### src/rtl/uart_apb_master.sv
// UART command-frame parser driving one APB transfer per frame and returning a response byte stream.
// Optional ACCESS watchdog enabled by defining APB_TIMEOUT_EN (responds 0x54 after TIMEOUT_CYCLES).
module uart_apb_master #(
  parameter int TIMEOUT_CYCLES = 16
) (
  input  logic        clk,
  input  logic        rst,
  input  logic [7:0]  rx_data,
  input  logic        rx_valid,
  output logic        rx_ready,
  output logic [7:0]  tx_data,
  output logic        tx_valid,
  input  logic        tx_ready,
  output logic [31:0] PADDR,
  output logic [31:0] PWDATA,
  output logic        PSEL,
  output logic        PENABLE,
  output logic        PWRITE,
  input  logic [31:0] PRDATA,
  input  logic        PREADY,
  output logic        busy
);

  typedef enum logic [2:0] {IDLE, GET_ADDR, GET_DATA, SETUP, ACCESS, RESP} state_t;

  localparam logic [7:0] CMD_WRITE = 8'h57;
  localparam logic [7:0] CMD_READ  = 8'h52;
  localparam logic [7:0] RSP_ACK   = 8'h4B;
  localparam logic [7:0] RSP_ERR   = 8'h45;

  if (TIMEOUT_CYCLES < 2 || TIMEOUT_CYCLES > 255) begin : gBadTimeout
    $error("TIMEOUT_CYCLES must be within 2..255");
  end

  state_t      state_q, state_d;
  logic [31:0] paddr_q, paddr_d;
  logic [31:0] pwdata_q, pwdata_d;
  logic        pwrite_q, pwrite_d;
  logic        psel_q, penable_q, txValid_q;
  logic [31:0] respBuf_q, respBuf_d;
  logic [1:0]  respCnt_q, respCnt_d;
  logic [1:0]  dataCnt_q, dataCnt_d;
  logic        rxFire, txFire;

`ifdef APB_TIMEOUT_EN
  localparam logic [7:0] RSP_TMO  = 8'h54;
  localparam logic [7:0] TMO_LAST = 8'(TIMEOUT_CYCLES - 1);
  logic [7:0] tmoCnt_q, tmoCnt_d;
`endif

  assign rxFire = rx_valid && rx_ready;
  assign txFire = txValid_q && tx_ready;

  always_comb begin
    state_d   = state_q;
    paddr_d   = paddr_q;
    pwdata_d  = pwdata_q;
    pwrite_d  = pwrite_q;
    respBuf_d = respBuf_q;
    respCnt_d = respCnt_q;
    dataCnt_d = dataCnt_q;
`ifdef APB_TIMEOUT_EN
    tmoCnt_d  = tmoCnt_q;
`endif
    case (state_q)
      IDLE: begin
        if (rxFire) begin
          if (rx_data == CMD_WRITE || rx_data == CMD_READ) begin
            pwrite_d = (rx_data == CMD_WRITE);
            pwdata_d = '0;
            state_d  = GET_ADDR;
          end else begin
            respBuf_d = {24'h0, RSP_ERR};
            respCnt_d = 2'd0;
            state_d   = RESP;
          end
        end
      end
      GET_ADDR: begin
        if (rxFire) begin
          paddr_d   = {24'h0, rx_data};
          dataCnt_d = 2'd0;
          state_d   = pwrite_q ? GET_DATA : SETUP;
        end
      end
      GET_DATA: begin
        // Bytes arrive LSB first, so shift each new byte in from the top.
        if (rxFire) begin
          pwdata_d  = {rx_data, pwdata_q[31:8]};
          dataCnt_d = dataCnt_q + 2'd1;
          if (dataCnt_q == 2'd3) state_d = SETUP;
        end
      end
      SETUP: begin
        state_d = ACCESS;
`ifdef APB_TIMEOUT_EN
        tmoCnt_d = '0;
`endif
      end
      ACCESS: begin
        if (PREADY) begin
          respBuf_d = pwrite_q ? {24'h0, RSP_ACK} : PRDATA;
          respCnt_d = pwrite_q ? 2'd0 : 2'd3;
          state_d   = RESP;
        end
`ifdef APB_TIMEOUT_EN
        else if (tmoCnt_q == TMO_LAST) begin
          respBuf_d = {24'h0, RSP_TMO};
          respCnt_d = 2'd0;
          state_d   = RESP;
        end else begin
          tmoCnt_d = tmoCnt_q + 8'd1;
        end
`endif
      end
      RESP: begin
        if (txFire) begin
          if (respCnt_q == 2'd0) begin
            state_d = IDLE;
          end else begin
            respBuf_d = {8'h0, respBuf_q[31:8]};
            respCnt_d = respCnt_q - 2'd1;
          end
        end
      end
      default: state_d = IDLE;
    endcase
  end

  // Bus strobes and tx_valid are registered from the next state so they line up with it.
  always_ff @(posedge clk or posedge rst) begin
    if (rst) begin
      state_q   <= IDLE;
      paddr_q   <= '0;
      pwdata_q  <= '0;
      pwrite_q  <= 1'b0;
      psel_q    <= 1'b0;
      penable_q <= 1'b0;
      txValid_q <= 1'b0;
      respBuf_q <= '0;
      respCnt_q <= '0;
      dataCnt_q <= '0;
`ifdef APB_TIMEOUT_EN
      tmoCnt_q  <= '0;
`endif
    end else begin
      state_q   <= state_d;
      paddr_q   <= paddr_d;
      pwdata_q  <= pwdata_d;
      pwrite_q  <= pwrite_d;
      psel_q    <= (state_d == SETUP) || (state_d == ACCESS);
      penable_q <= (state_d == ACCESS);
      txValid_q <= (state_d == RESP);
      respBuf_q <= respBuf_d;
      respCnt_q <= respCnt_d;
      dataCnt_q <= dataCnt_d;
`ifdef APB_TIMEOUT_EN
      tmoCnt_q  <= tmoCnt_d;
`endif
    end
  end

  assign rx_ready = (state_q == IDLE) || (state_q == GET_ADDR) || (state_q == GET_DATA);
  assign busy     = (state_q != IDLE);
  assign tx_data  = respBuf_q[7:0];
  assign tx_valid = txValid_q;
  assign PADDR    = paddr_q;
  assign PWDATA   = pwdata_q;
  assign PWRITE   = pwrite_q;
  assign PSEL     = psel_q;
  assign PENABLE  = penable_q;

endmodule

### config.mk
export PLATFORM = sky130hd
export DESIGN_NAME = uart_apb_master
export DESIGN_NICKNAME = d
export VERILOG_FILES = /design/src/rtl/uart_apb_master.sv
export SDC_FILE = /design/constraint.sdc
export NUM_CORES = 1
export LEC_CHECK = 0
export ABC_CLOCK_PERIOD_IN_PS = 6400
export CAP_MARGIN = 5
export CORE_MARGIN = 4
export CORE_UTILIZATION = 50
export CTS_CLUSTER_DIAMETER = 150
export DETAILED_ROUTE_END_ITERATION = 8
export PLACE_DENSITY = 0.83
export SETUP_SLACK_MARGIN = 0.1
export SYNTH_ARGS = -nofsm -noshare
export SYNTH_HDL_FRONTEND = slang
export SYNTH_SLANG_ARGS = --single-unit
### constraint.sdc
create_clock -name clk -period 6.4 [get_ports clk]
set_input_delay 0.64 -clock clk [delete_from_list [all_inputs] [get_ports clk]]
set_output_delay 0.64 -clock clk [all_outputs]
set_load 0.02 [all_outputs]
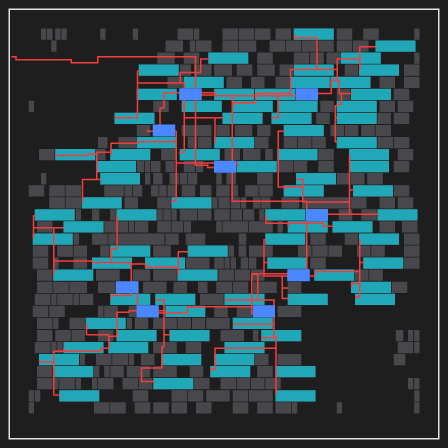
Figure 1: run 1, clock wires, drivers and flops.
legend:
  blue:
    item: clock-net drivers
    count: 9
  red:
    item: clock wires
    length: 880 microns
  cyan:
    item: flip-flops
    count: 83
routed clock nets: 10
flops lie: all over the die
clk pwr: 0.415 mW
worst skew pair latency: 0.35 ns

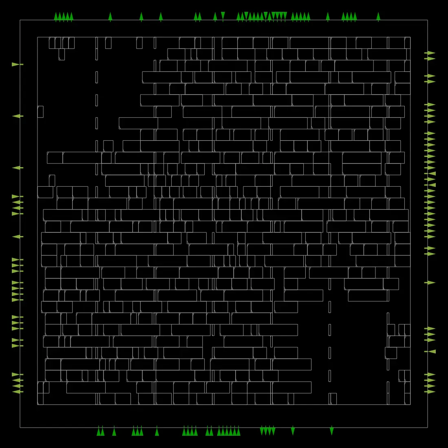
Figure 2: run 1, cell outlines without signal wires.
sequential cell count: 83
Finished Layout Cells: 508
core area: 7690 sq um
n_taps: 102

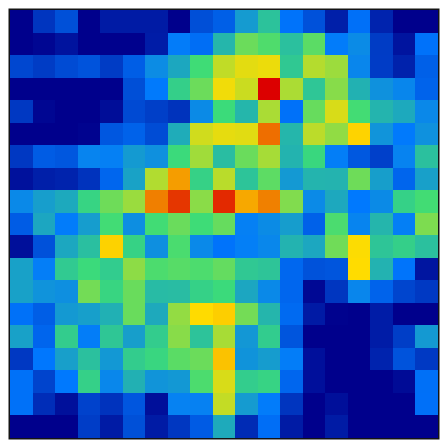
Figure 3: run 1, signal metal coverage by tile.
The die is cut into 19 by 19 equal tiles; dark blue is low, red is high, scaled to the fullest tile. Values are wire area over tile area, all layers added.
nearly empty tiles: 13%
fullest tile: 0.47
emptiest ninth of the die: bottom right
mean over tiles: 0.15
densest ninth of the die: middle
routed len/inst: 16.7 microns
wirelength, routed: 8490 microns
Global Route Usage Sum: 0.191
via count: 2716

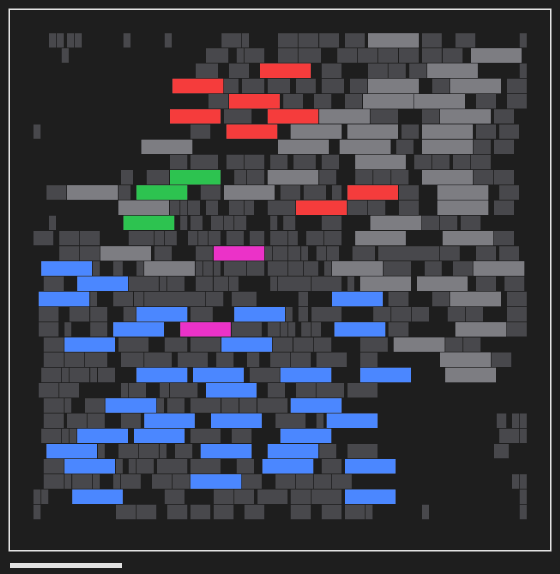
Figure 4: run 1, sequential cells grouped by signal name.
Scale bar: 20 microns. Other sequential cells in the stronger gray, the rest of the logic in the fainter gray.
legend:
  magenta:
    name_in_the_netlist: dataCnt_q
    placed_flops: 2
  blue:
    name_in_the_netlist: respBuf_q
    placed_flops: 32
  red:
    name_in_the_netlist: PADDR
    placed_flops: 8
    where: top middle
  green:
    name_in_the_netlist: state_q
    placed_flops: 3
sequential cell area share: 0.414
Flop area: 2080 sq um
P_seq: 0.805 mW

==> reports/results.ini, run 1 <==
[power]
p_seq_frac = 0.372
power_frac_comb = 0.436
irDropWorstVdd_mv = 0.219
p_per_area_nw_per_um2 = 431
combinationalPower_mw = 0.944

[final_timing]
hold-worst-slack_ns = 0.509
setup_viol = 0
hold_viol_final = 0
period_used_share = 0.454
fmax_ghz = 0.344
skew_ns = 0.00571
drv_slew = 0

[run_status]
status = complete, no violations

[detailed_routing]
drc_errors = 0
top_layer = met4
drt_iter0_markers = 182
wl_met1_microns = 3600
drt-pass1-iter-count = 4

[synthesis]
ys_ff = 83
avgSynthCellArea_sq_um = 12.4
ys_cells = 317
top_cell = dfrtp_1
top_cell_area_share = 0.530

[cts]
cts_buffers = 9
cts_resized = 0
cts.sinks = 83
hold_buffers = 0
cts-root-buf = clkbuf_8

[setup_path]
worstPathMaxFanout = 34
cp-end-kind = flip-flop
rr_endpoint = respBuf_q[16]$_DFFE_PP0P_
slowest_delay_ns = 0.95
crit_type = in -> reg

[finish]
drive_gt1_frac = 0.126
utilization = 0.653

[die]
core.rowCount = 32
io-pin-count = 123
die_w_microns = 96.5

[min_path]
hold_class = reg -> reg
hold_path_end = PWDATA[4]$_DFFE_PP0P_

[global_route]
grt_pass1_vias = 2752

[placed_design]
routabilityCongestion = 0.803
port-buffer-count = 98
post-place-cells = 492

[flow_run]
warnings = 26

run 1: through the flow:
stage               total power, mW  cell area [sq um]  worst slack (ns)
global route                   2.29               5020              3.38
floorplan                      1.42               4010              3.62
finish                         2.16               5020              3.49
global placement               1.74               4800              3.28
CTS                            2.17               5020              3.52
detailed placement             1.76               4800              3.15
run 1: cells by family (layout without fill, tap and decap cells):
family / after synthesis / after routing / synth area share
DFF: 83 / 83 / 0.530
AOI/OAI and AO/OA: 74 / 74 / 0.156
buffers and inverters: 67 / 133 / 0.103
and+or+nand+nor: 46 / 46 / 0.0629
muxes: 43 / 43 / 0.138
adders and majority gates: 2 / 2 / 0.00638
other: 1 / 24 / 0.000957
xor gates and xnor gates: 1 / 1 / 0.00223
run 1: layer usage:
layer | global-route usage | vias to the layer above
met2 | 0.302 | 105
met4 | 0.0643 | 0
met1 | 0.250 | 1343
met5 | 0 | -
met3 | 0.0612 | 13
li1 | - | 1255
run 1: cell type report:
cell class / count / area, sq um / area share
Inverter: 16 / 61.3 / 0.0122
Timing Repair Buffer: 101 / 1000 / 0.200
Clock inverter: 7 / 98.8 / 0.0197
Tap cell: 102 / 128 / 0.0254
Clock buffer: 9 / 124 / 0.0247
Sequential cell: 83 / 2080 / 0.414
Multi-Input combinational cell: 190 / 1530 / 0.305
run 1: registers in the layout (all words and copies together) (netlist names):
register and cells:
tx_valid 1, PENABLE 1, respBuf_q 32, dataCnt_q 2
PWRITE 1, PADDR 8, PSEL 1, PWDATA 32
state_q 3, respCnt_q 2
run 1: critical path, delay by kind of cell:
family          cells  cell delay, ns
compound gates      1            0.95
simple gates        2            0.69
mux                 1            0.40
buf+inv             1            0.45
Figure 5. Cells by drive strength (run 1).
Scale bar: 20 microns.
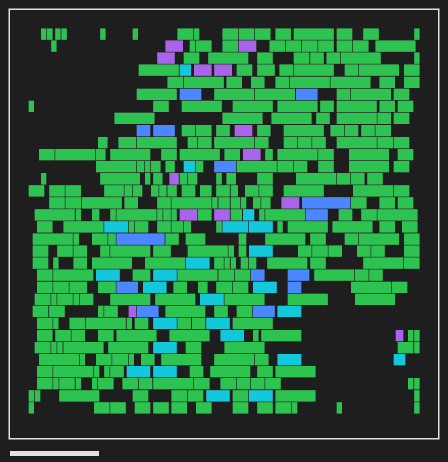

--- run 2 (diff from run 1) ---
--- a/config.mk
+++ b/config.mk
@@ -5,13 +5,13 @@
 export SDC_FILE = /design/constraint.sdc
 export NUM_CORES = 1
 export LEC_CHECK = 0
-export ABC_CLOCK_PERIOD_IN_PS = 6400
+export ABC_CLOCK_PERIOD_IN_PS = 3000
 export CAP_MARGIN = 5
 export CORE_MARGIN = 4
-export CORE_UTILIZATION = 50
+export CORE_UTILIZATION = 47
 export CTS_CLUSTER_DIAMETER = 150
 export DETAILED_ROUTE_END_ITERATION = 8
-export PLACE_DENSITY = 0.83
+export PLACE_DENSITY = 0.79
 export SETUP_SLACK_MARGIN = 0.1
 export SYNTH_ARGS = -nofsm -noshare
 export SYNTH_HDL_FRONTEND = slang
==> constraint.sdc (replaced) <==
create_clock -name clk -period 3 [get_ports clk]
set_input_delay 0.3 -clock clk [delete_from_list [all_inputs] [get_ports clk]]
set_output_delay 0.3 -clock clk [all_outputs]
set_load 0.02 [all_outputs]
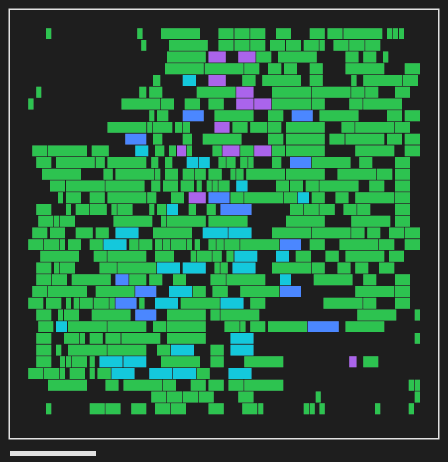
Figure 6: run 2, cells by drive strength.
Scale bar: 20 microns.
legend:
  green:
    size: x1 and smaller
    cells: 355
  purple:
    size: x2
    cells: 12
  blue:
    size: x6 and larger
    cells: 13
  cyan:
    size: x3 and x4
    cells: 30
post-route cell area: 5040 sq um
Non-Clock Buffer Count: 105
Syn-to-layout area delta: 28.7%
post-route setup slack: 0.800 ns

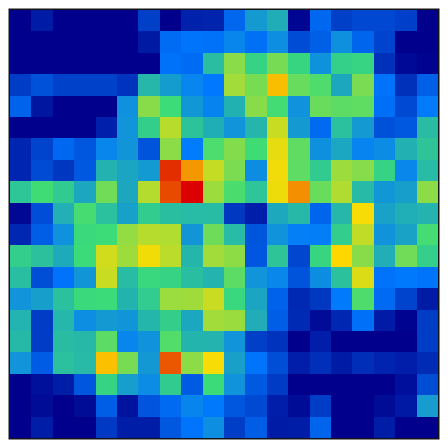
Figure 7: run 2, signal metal coverage by tile.
The die is cut into 20 by 20 equal tiles; dark blue is low, red is high, scaled to the fullest tile. Values are wire area over tile area, all layers added.
tiles over half the peak: 19%
densest ninth of the die: middle
nearly empty tiles: 14%
fullest tile: 0.45
routed len/inst: 16.1 microns
wirelength, routed: 8310 microns
Global Route Usage Sum: 0.167

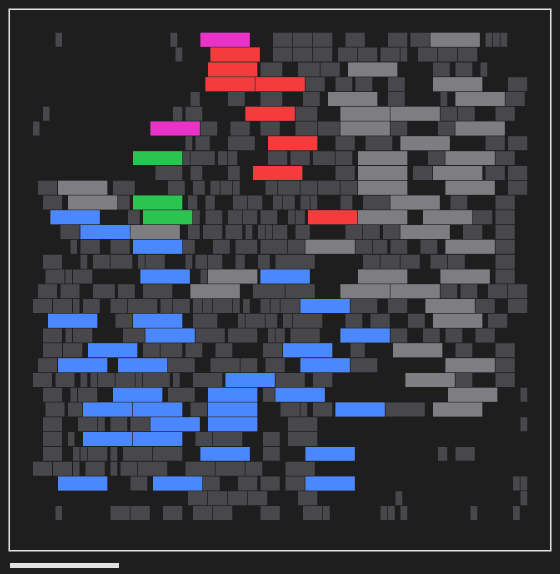
Figure 8: run 2, sequential cells grouped by signal name.
Scale bar: 20 microns. Other sequential cells in the stronger gray, the rest of the logic in the fainter gray.
legend:
  green:
    name_in_the_netlist: state_q
    placed_flops: 3
  red:
    name_in_the_netlist: PADDR
    placed_flops: 8
    where: top middle
  blue:
    name_in_the_netlist: respBuf_q
    placed_flops: 32
  magenta:
    name_in_the_netlist: dataCnt_q
    placed_flops: 2
final cell utilization of the core: 0.617
sequential cell area share: 0.412
P_seq: 1.68 mW

==> run 2 against run 1 <==
- highest routed layer unchanged
- area after synthesis unchanged
- clock power increased by 77%
- combinational power increased by 120%
- clock skew increased by 0.0031 ns
- total power increased by 110%
- hold slack got worse by 0.21 ns
- global-route usage decreased by 2.4 points
- register-to-register slack got worse by 3.0 ns
==> reports/results.ini, run 2 <==
[synthesis]
avgSynthCellArea_sq_um = 12.4  ; unchanged
ys_ff = 83  ; unchanged

[detailed_routing]
drt-pass1-iter-count = 4  ; unchanged
drc_errors = 0  ; unchanged
dr_total_vias = 2716  ; unchanged

[global_route]
grt_pass1_vias = 2679  ; -2.7%

[final_timing]
period_used_share = 0.733
setup_viol = 0  ; unchanged
hold_viol_final = 0  ; unchanged
drv_slew = 0  ; unchanged

[die]
core_sq_um = 8180  ; +6.3%
io-pin-count = 123  ; unchanged
die_w_microns = 99.3  ; +2.9%
nWellTaps = 105  ; +2.9%

[cts]
clk_latency_ns = 0.34  ; about the same
cts.sinks = 83  ; unchanged
hold_buffers = 0  ; unchanged
cts_resized = 0  ; unchanged
cts_buffers = 9  ; unchanged

[power]
power_frac_comb = 0.462  ; +0.026
p_per_area_nw_per_um2 = 892  ; +110%
p_seq_frac = 0.374  ; +0.002

[finish]
multi_input_comb_cells = 190  ; unchanged
ff_count = 83  ; unchanged
inv_count = 16  ; unchanged
sh_comb_area = 0.303  ; -0.00143
regArea_sq_um = 2080  ; unchanged
drive_gt1_frac = 0.134  ; +0.00853
n_clock_buffer = 10  ; +1
buffer_area_frac = 0.210  ; +0.00997
combGateArea_sq_um = 1530  ; unchanged

[setup_path]
cp-end-kind = primary output
rr_endpoint = respBuf_q[28]$_DFFE_PP0P_
worstPathMaxFanout = 15  ; -56%

[placed_design]
routabilityCongestion = 0.811  ; +1.0%
post-place-cells = 499  ; +1.4%
port-buffer-count = 98  ; unchanged

[run_status]
status = complete, no violations

-- run 2: worst max-delay path: stages, from the launching register on --
cell	delay [ns]
dfrtp_1	0.55
nor3_1	0.39
inv_1	0.07
clkdlybuf4s50_1	0.55
-- run 2: logic make-up (layout without fill, tap and decap cells) --
kind of cell               count (synthesis)  count (layout)  synth area share
other                                      1              24          0.000957
and+or+nand+nor                           46              46            0.0629
muxes                                     43              43             0.138
buffers and inverters                     67             137             0.103
adders and majority gates                  2               2           0.00638
DFF                                       83              83             0.530
AOI/OAI and AO/OA                         74              74             0.156
xor gates and xnor gates                   1               1           0.00223
-- run 2: power by group through the flow --
stage	clock, mW	sequential (mW)	combinational (mW)
after floorplan	0	1.91	1.11
after global placement	0	1.69	2.06
after detailed placement	0	1.70	2.09
after CTS	0.754	1.68	2.10
after global routing	0.801	1.73	2.20
final	0.736	1.68	2.08
-- run 2: worst min-delay path by stage --
stage | startpoint | slack, ns | to
5_1_grt | rst | 0.33 | respBuf_q[5]$_DFFE_PP0P_
3_5_place_dp | respBuf_q[17]$_DFFE_PP0P_ | 0.49 | respBuf_q[17]$_DFFE_PP0P_
4_1_cts | rst | 0.30 | respBuf_q[5]$_DFFE_PP0P_
6_report | rst | 0.29 | respBuf_q[5]$_DFFE_PP0P_
2_1_floorplan | PRDATA[24] | 0.43 | respBuf_q[24]$_DFFE_PP0P_
3_3_place_gp | respBuf_q[16]$_DFFE_PP0P_ | 0.47 | respBuf_q[16]$_DFFE_PP0P_
-- run 2: routing by layer --
| layer | share of wire | up-vias | track usage |
|---|---|---|---|
| met3 | 0.069 | 7 | 0.0498 |
| met5 | 0 | - | 0 |
| met1 | 0.45 | 1358 | 0.233 |
| li1 | - | 1259 | - |
| met2 | 0.47 | 92 | 0.265 |
| met4 | 0.0071 | 0 | 0.0305 |
Figure 9. Cell outlines without signal wires (run 2).
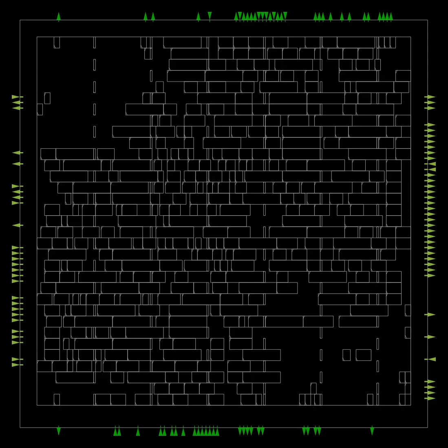

--- run 3 (diff from run 2) ---
--- a/config.mk
+++ b/config.mk
@@ -5,13 +5,13 @@
 export SDC_FILE = /design/constraint.sdc
 export NUM_CORES = 1
 export LEC_CHECK = 0
-export ABC_CLOCK_PERIOD_IN_PS = 3000
+export ABC_CLOCK_PERIOD_IN_PS = 1830
 export CAP_MARGIN = 5
 export CORE_MARGIN = 4
-export CORE_UTILIZATION = 47
+export CORE_UTILIZATION = 42
 export CTS_CLUSTER_DIAMETER = 150
 export DETAILED_ROUTE_END_ITERATION = 8
-export PLACE_DENSITY = 0.79
+export PLACE_DENSITY = 0.74
 export SETUP_SLACK_MARGIN = 0.1
 export SYNTH_ARGS = -nofsm -noshare
 export SYNTH_HDL_FRONTEND = slang
==> constraint.sdc (replaced) <==
create_clock -name clk -period 1.83 [get_ports clk]
set_input_delay 0.183 -clock clk [delete_from_list [all_inputs] [get_ports clk]]
set_output_delay 0.183 -clock clk [all_outputs]
set_load 0.02 [all_outputs]
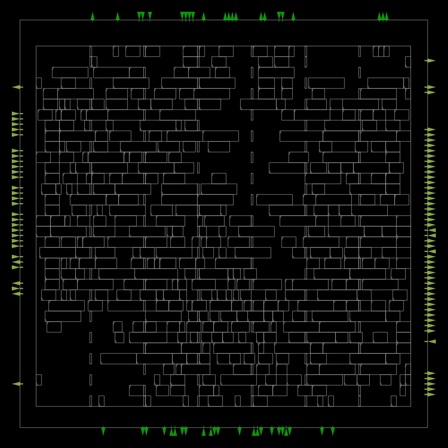
Figure 10: run 3, cell outlines without signal wires.
core area: 8890 sq um
FILL cells: 738
sequential cell area share: 0.384
n_taps: 108

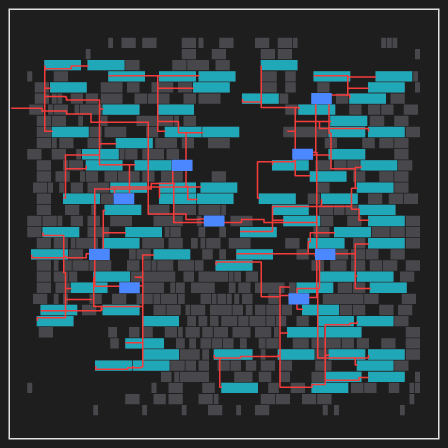
Figure 11: run 3, clock wires, drivers and flops.
legend:
  blue:
    item: clock-net drivers
    count: 9
  cyan:
    item: flip-flops
    count: 83
  red:
    item: clock wires
    length: 1070 microns
flops lie: all over the die
clk pwr: 1.42 mW
Fin Clk Skew: 0.0120 ns
clock network fraction of total power: 0.177

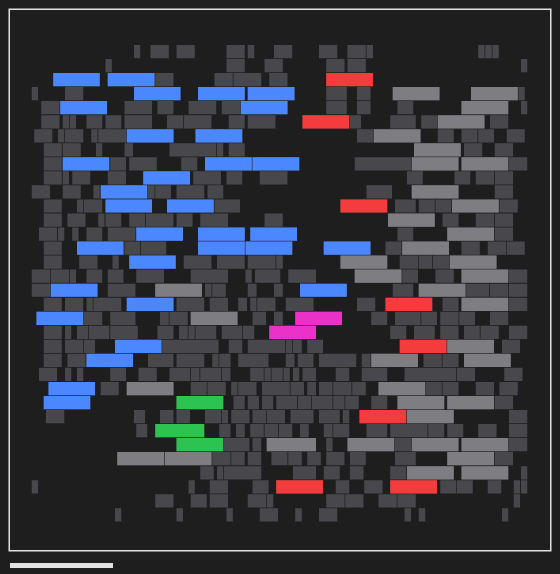
Figure 12: run 3, sequential cells grouped by signal name.
Scale bar: 20 microns. Other sequential cells in the stronger gray, the rest of the logic in the fainter gray.
legend:
  green:
    name_in_the_netlist: state_q
    placed_flops: 3
  blue:
    name_in_the_netlist: respBuf_q
    placed_flops: 32
  magenta:
    name_in_the_netlist: dataCnt_q
    placed_flops: 2
  red:
    name_in_the_netlist: PADDR
    placed_flops: 8
P_seq: 2.72 mW
final cell utilization of the core: 0.610

==> run 3 against run 2 <==
- flip-flop count unchanged
- worst setup slack lost 0.77 ns
- routed wire length is 6.0% higher
- via count up 4.2%
- first-iteration DRC count rose by 20%
- core utilization is 0.73 points lower
- critical path depth increased by 2
- combinational power grew 87%
- non-clock buffer count grew 27
- die area rose by 11%
- clock skew rose by 0.0032 ns
- critical path type is now reg -> reg
- critical endpoint is now respBuf_q[9]$_DFFE_PP0P_
- highest routed layer unchanged
==> reports/results.ini, run 3 <==
[setup_path]
path_delay_family = AND-OR/OR-AND gates
worst_path_max_delay_cell = dfrtp_1
cp-end-kind = flip-flop
slowest_delay_ns = 0.41  ; -0.14 ns
path_buffers = 1  ; -1
rr_endpoint = respBuf_q[9]$_DFFE_PP0P_
crit_cells = 5  ; +2

[placed_design]
routabilityCongestion = 0.866  ; +6.7%

[finish]
fin_area_sq_um = 5420  ; +7.5%
syn2layout_area_growth_pct = 38.3
drive_gt1_frac = 0.216  ; +0.0814

[detailed_routing]
wl_per_cell_microns = 16.2  ; +0.39%
drt-pass1-iter-count = 4  ; unchanged

[run_status]
status = complete, no violations

[cts]
clk_latency_ns = 0.35  ; about the same

[synthesis]
mux_share = 0.138  ; unchanged
topCombFamilyByArea = AND-OR/OR-AND gates
simple_gate_share = 0.0629  ; unchanged

[power]
p_seq_frac = 0.339  ; -0.035
power_frac_comb = 0.485  ; +0.023
maxPowerGroup = combinational logic
combinationalPower_mw = 3.89  ; +87%

[die]
io-pin-count = 123  ; unchanged

[global_route]
gr-usage-met3 = 0.0401  ; -0.00972
track_usage = 0.156  ; -0.0119

[final_timing]
setup_viol = 0  ; unchanged

run 3: cell types whose count changed in the layout (fill, tap and decap cells not counted), moves of 3 or more:
cell / change
buf_12: +3
buf_4: +18
buf_6: +4
clkdlybuf4s50_1: -4
mux2_1: -4
mux2_4: +4
run 3: layout make-up:
class                      instances  area, sq um
fill                             738         3470
sequential                        83         2080
multi-input combinational        190         1600
timing repair buffer             132         1340
tap                              108          135
clock buffer                      10          128
clock inverter                     5         78.8
inverter                          16         63.8
run 3: worst min-delay path by stage:
stage                               from                         to  slack (ns)  cells past startpoint
2_1_floorplan                 PRDATA[24]  respBuf_q[24]$_DFFE_PP0P_        0.32                      2
3_3_place_gp   respBuf_q[19]$_DFFE_PP0P_  respBuf_q[19]$_DFFE_PP0P_        0.48                      1
3_5_place_dp   respBuf_q[19]$_DFFE_PP0P_  respBuf_q[19]$_DFFE_PP0P_        0.48                      1
4_1_cts                              rst     PWDATA[17]$_DFFE_PP0P_        0.21                      2
5_1_grt                       rx_data[7]     PWDATA[31]$_DFFE_PP0P_        0.20                      2
6_report                      rx_data[7]     PWDATA[31]$_DFFE_PP0P_        0.16                      2
run 3: per-stage QoR:
| step | std cells | worst slack [ns] |
|---|---|---|
| 2_1_floorplan | 340 | 0.0618 |
| 3_3_place_gp | 527 | -0.276 |
| 3_5_place_dp | 527 | -0.305 |
| 4_1_cts | 542 | 0.0408 |
| 5_1_grt | 544 | -0.00515 |
| 6_report | 544 | 0.0297 |
run 3: repair_timing:
action / in CTS / in global routing
endpoints found under the setup margin: 34 / 47
pin swaps: 0 / 2
gates resized: 7 / 16
cloned: 0 / 1
setup buffers: 0 / 1
endpoints found under the hold margin: 0 / 0
run 3: metal layers:
metal  wire [microns]  share of wire
met5                0              0
met4               68         0.0077
met3              630          0.072
met2             4120           0.47
met1             3990           0.45
No activity file was given, so power comes from the tool's default toggle rates.
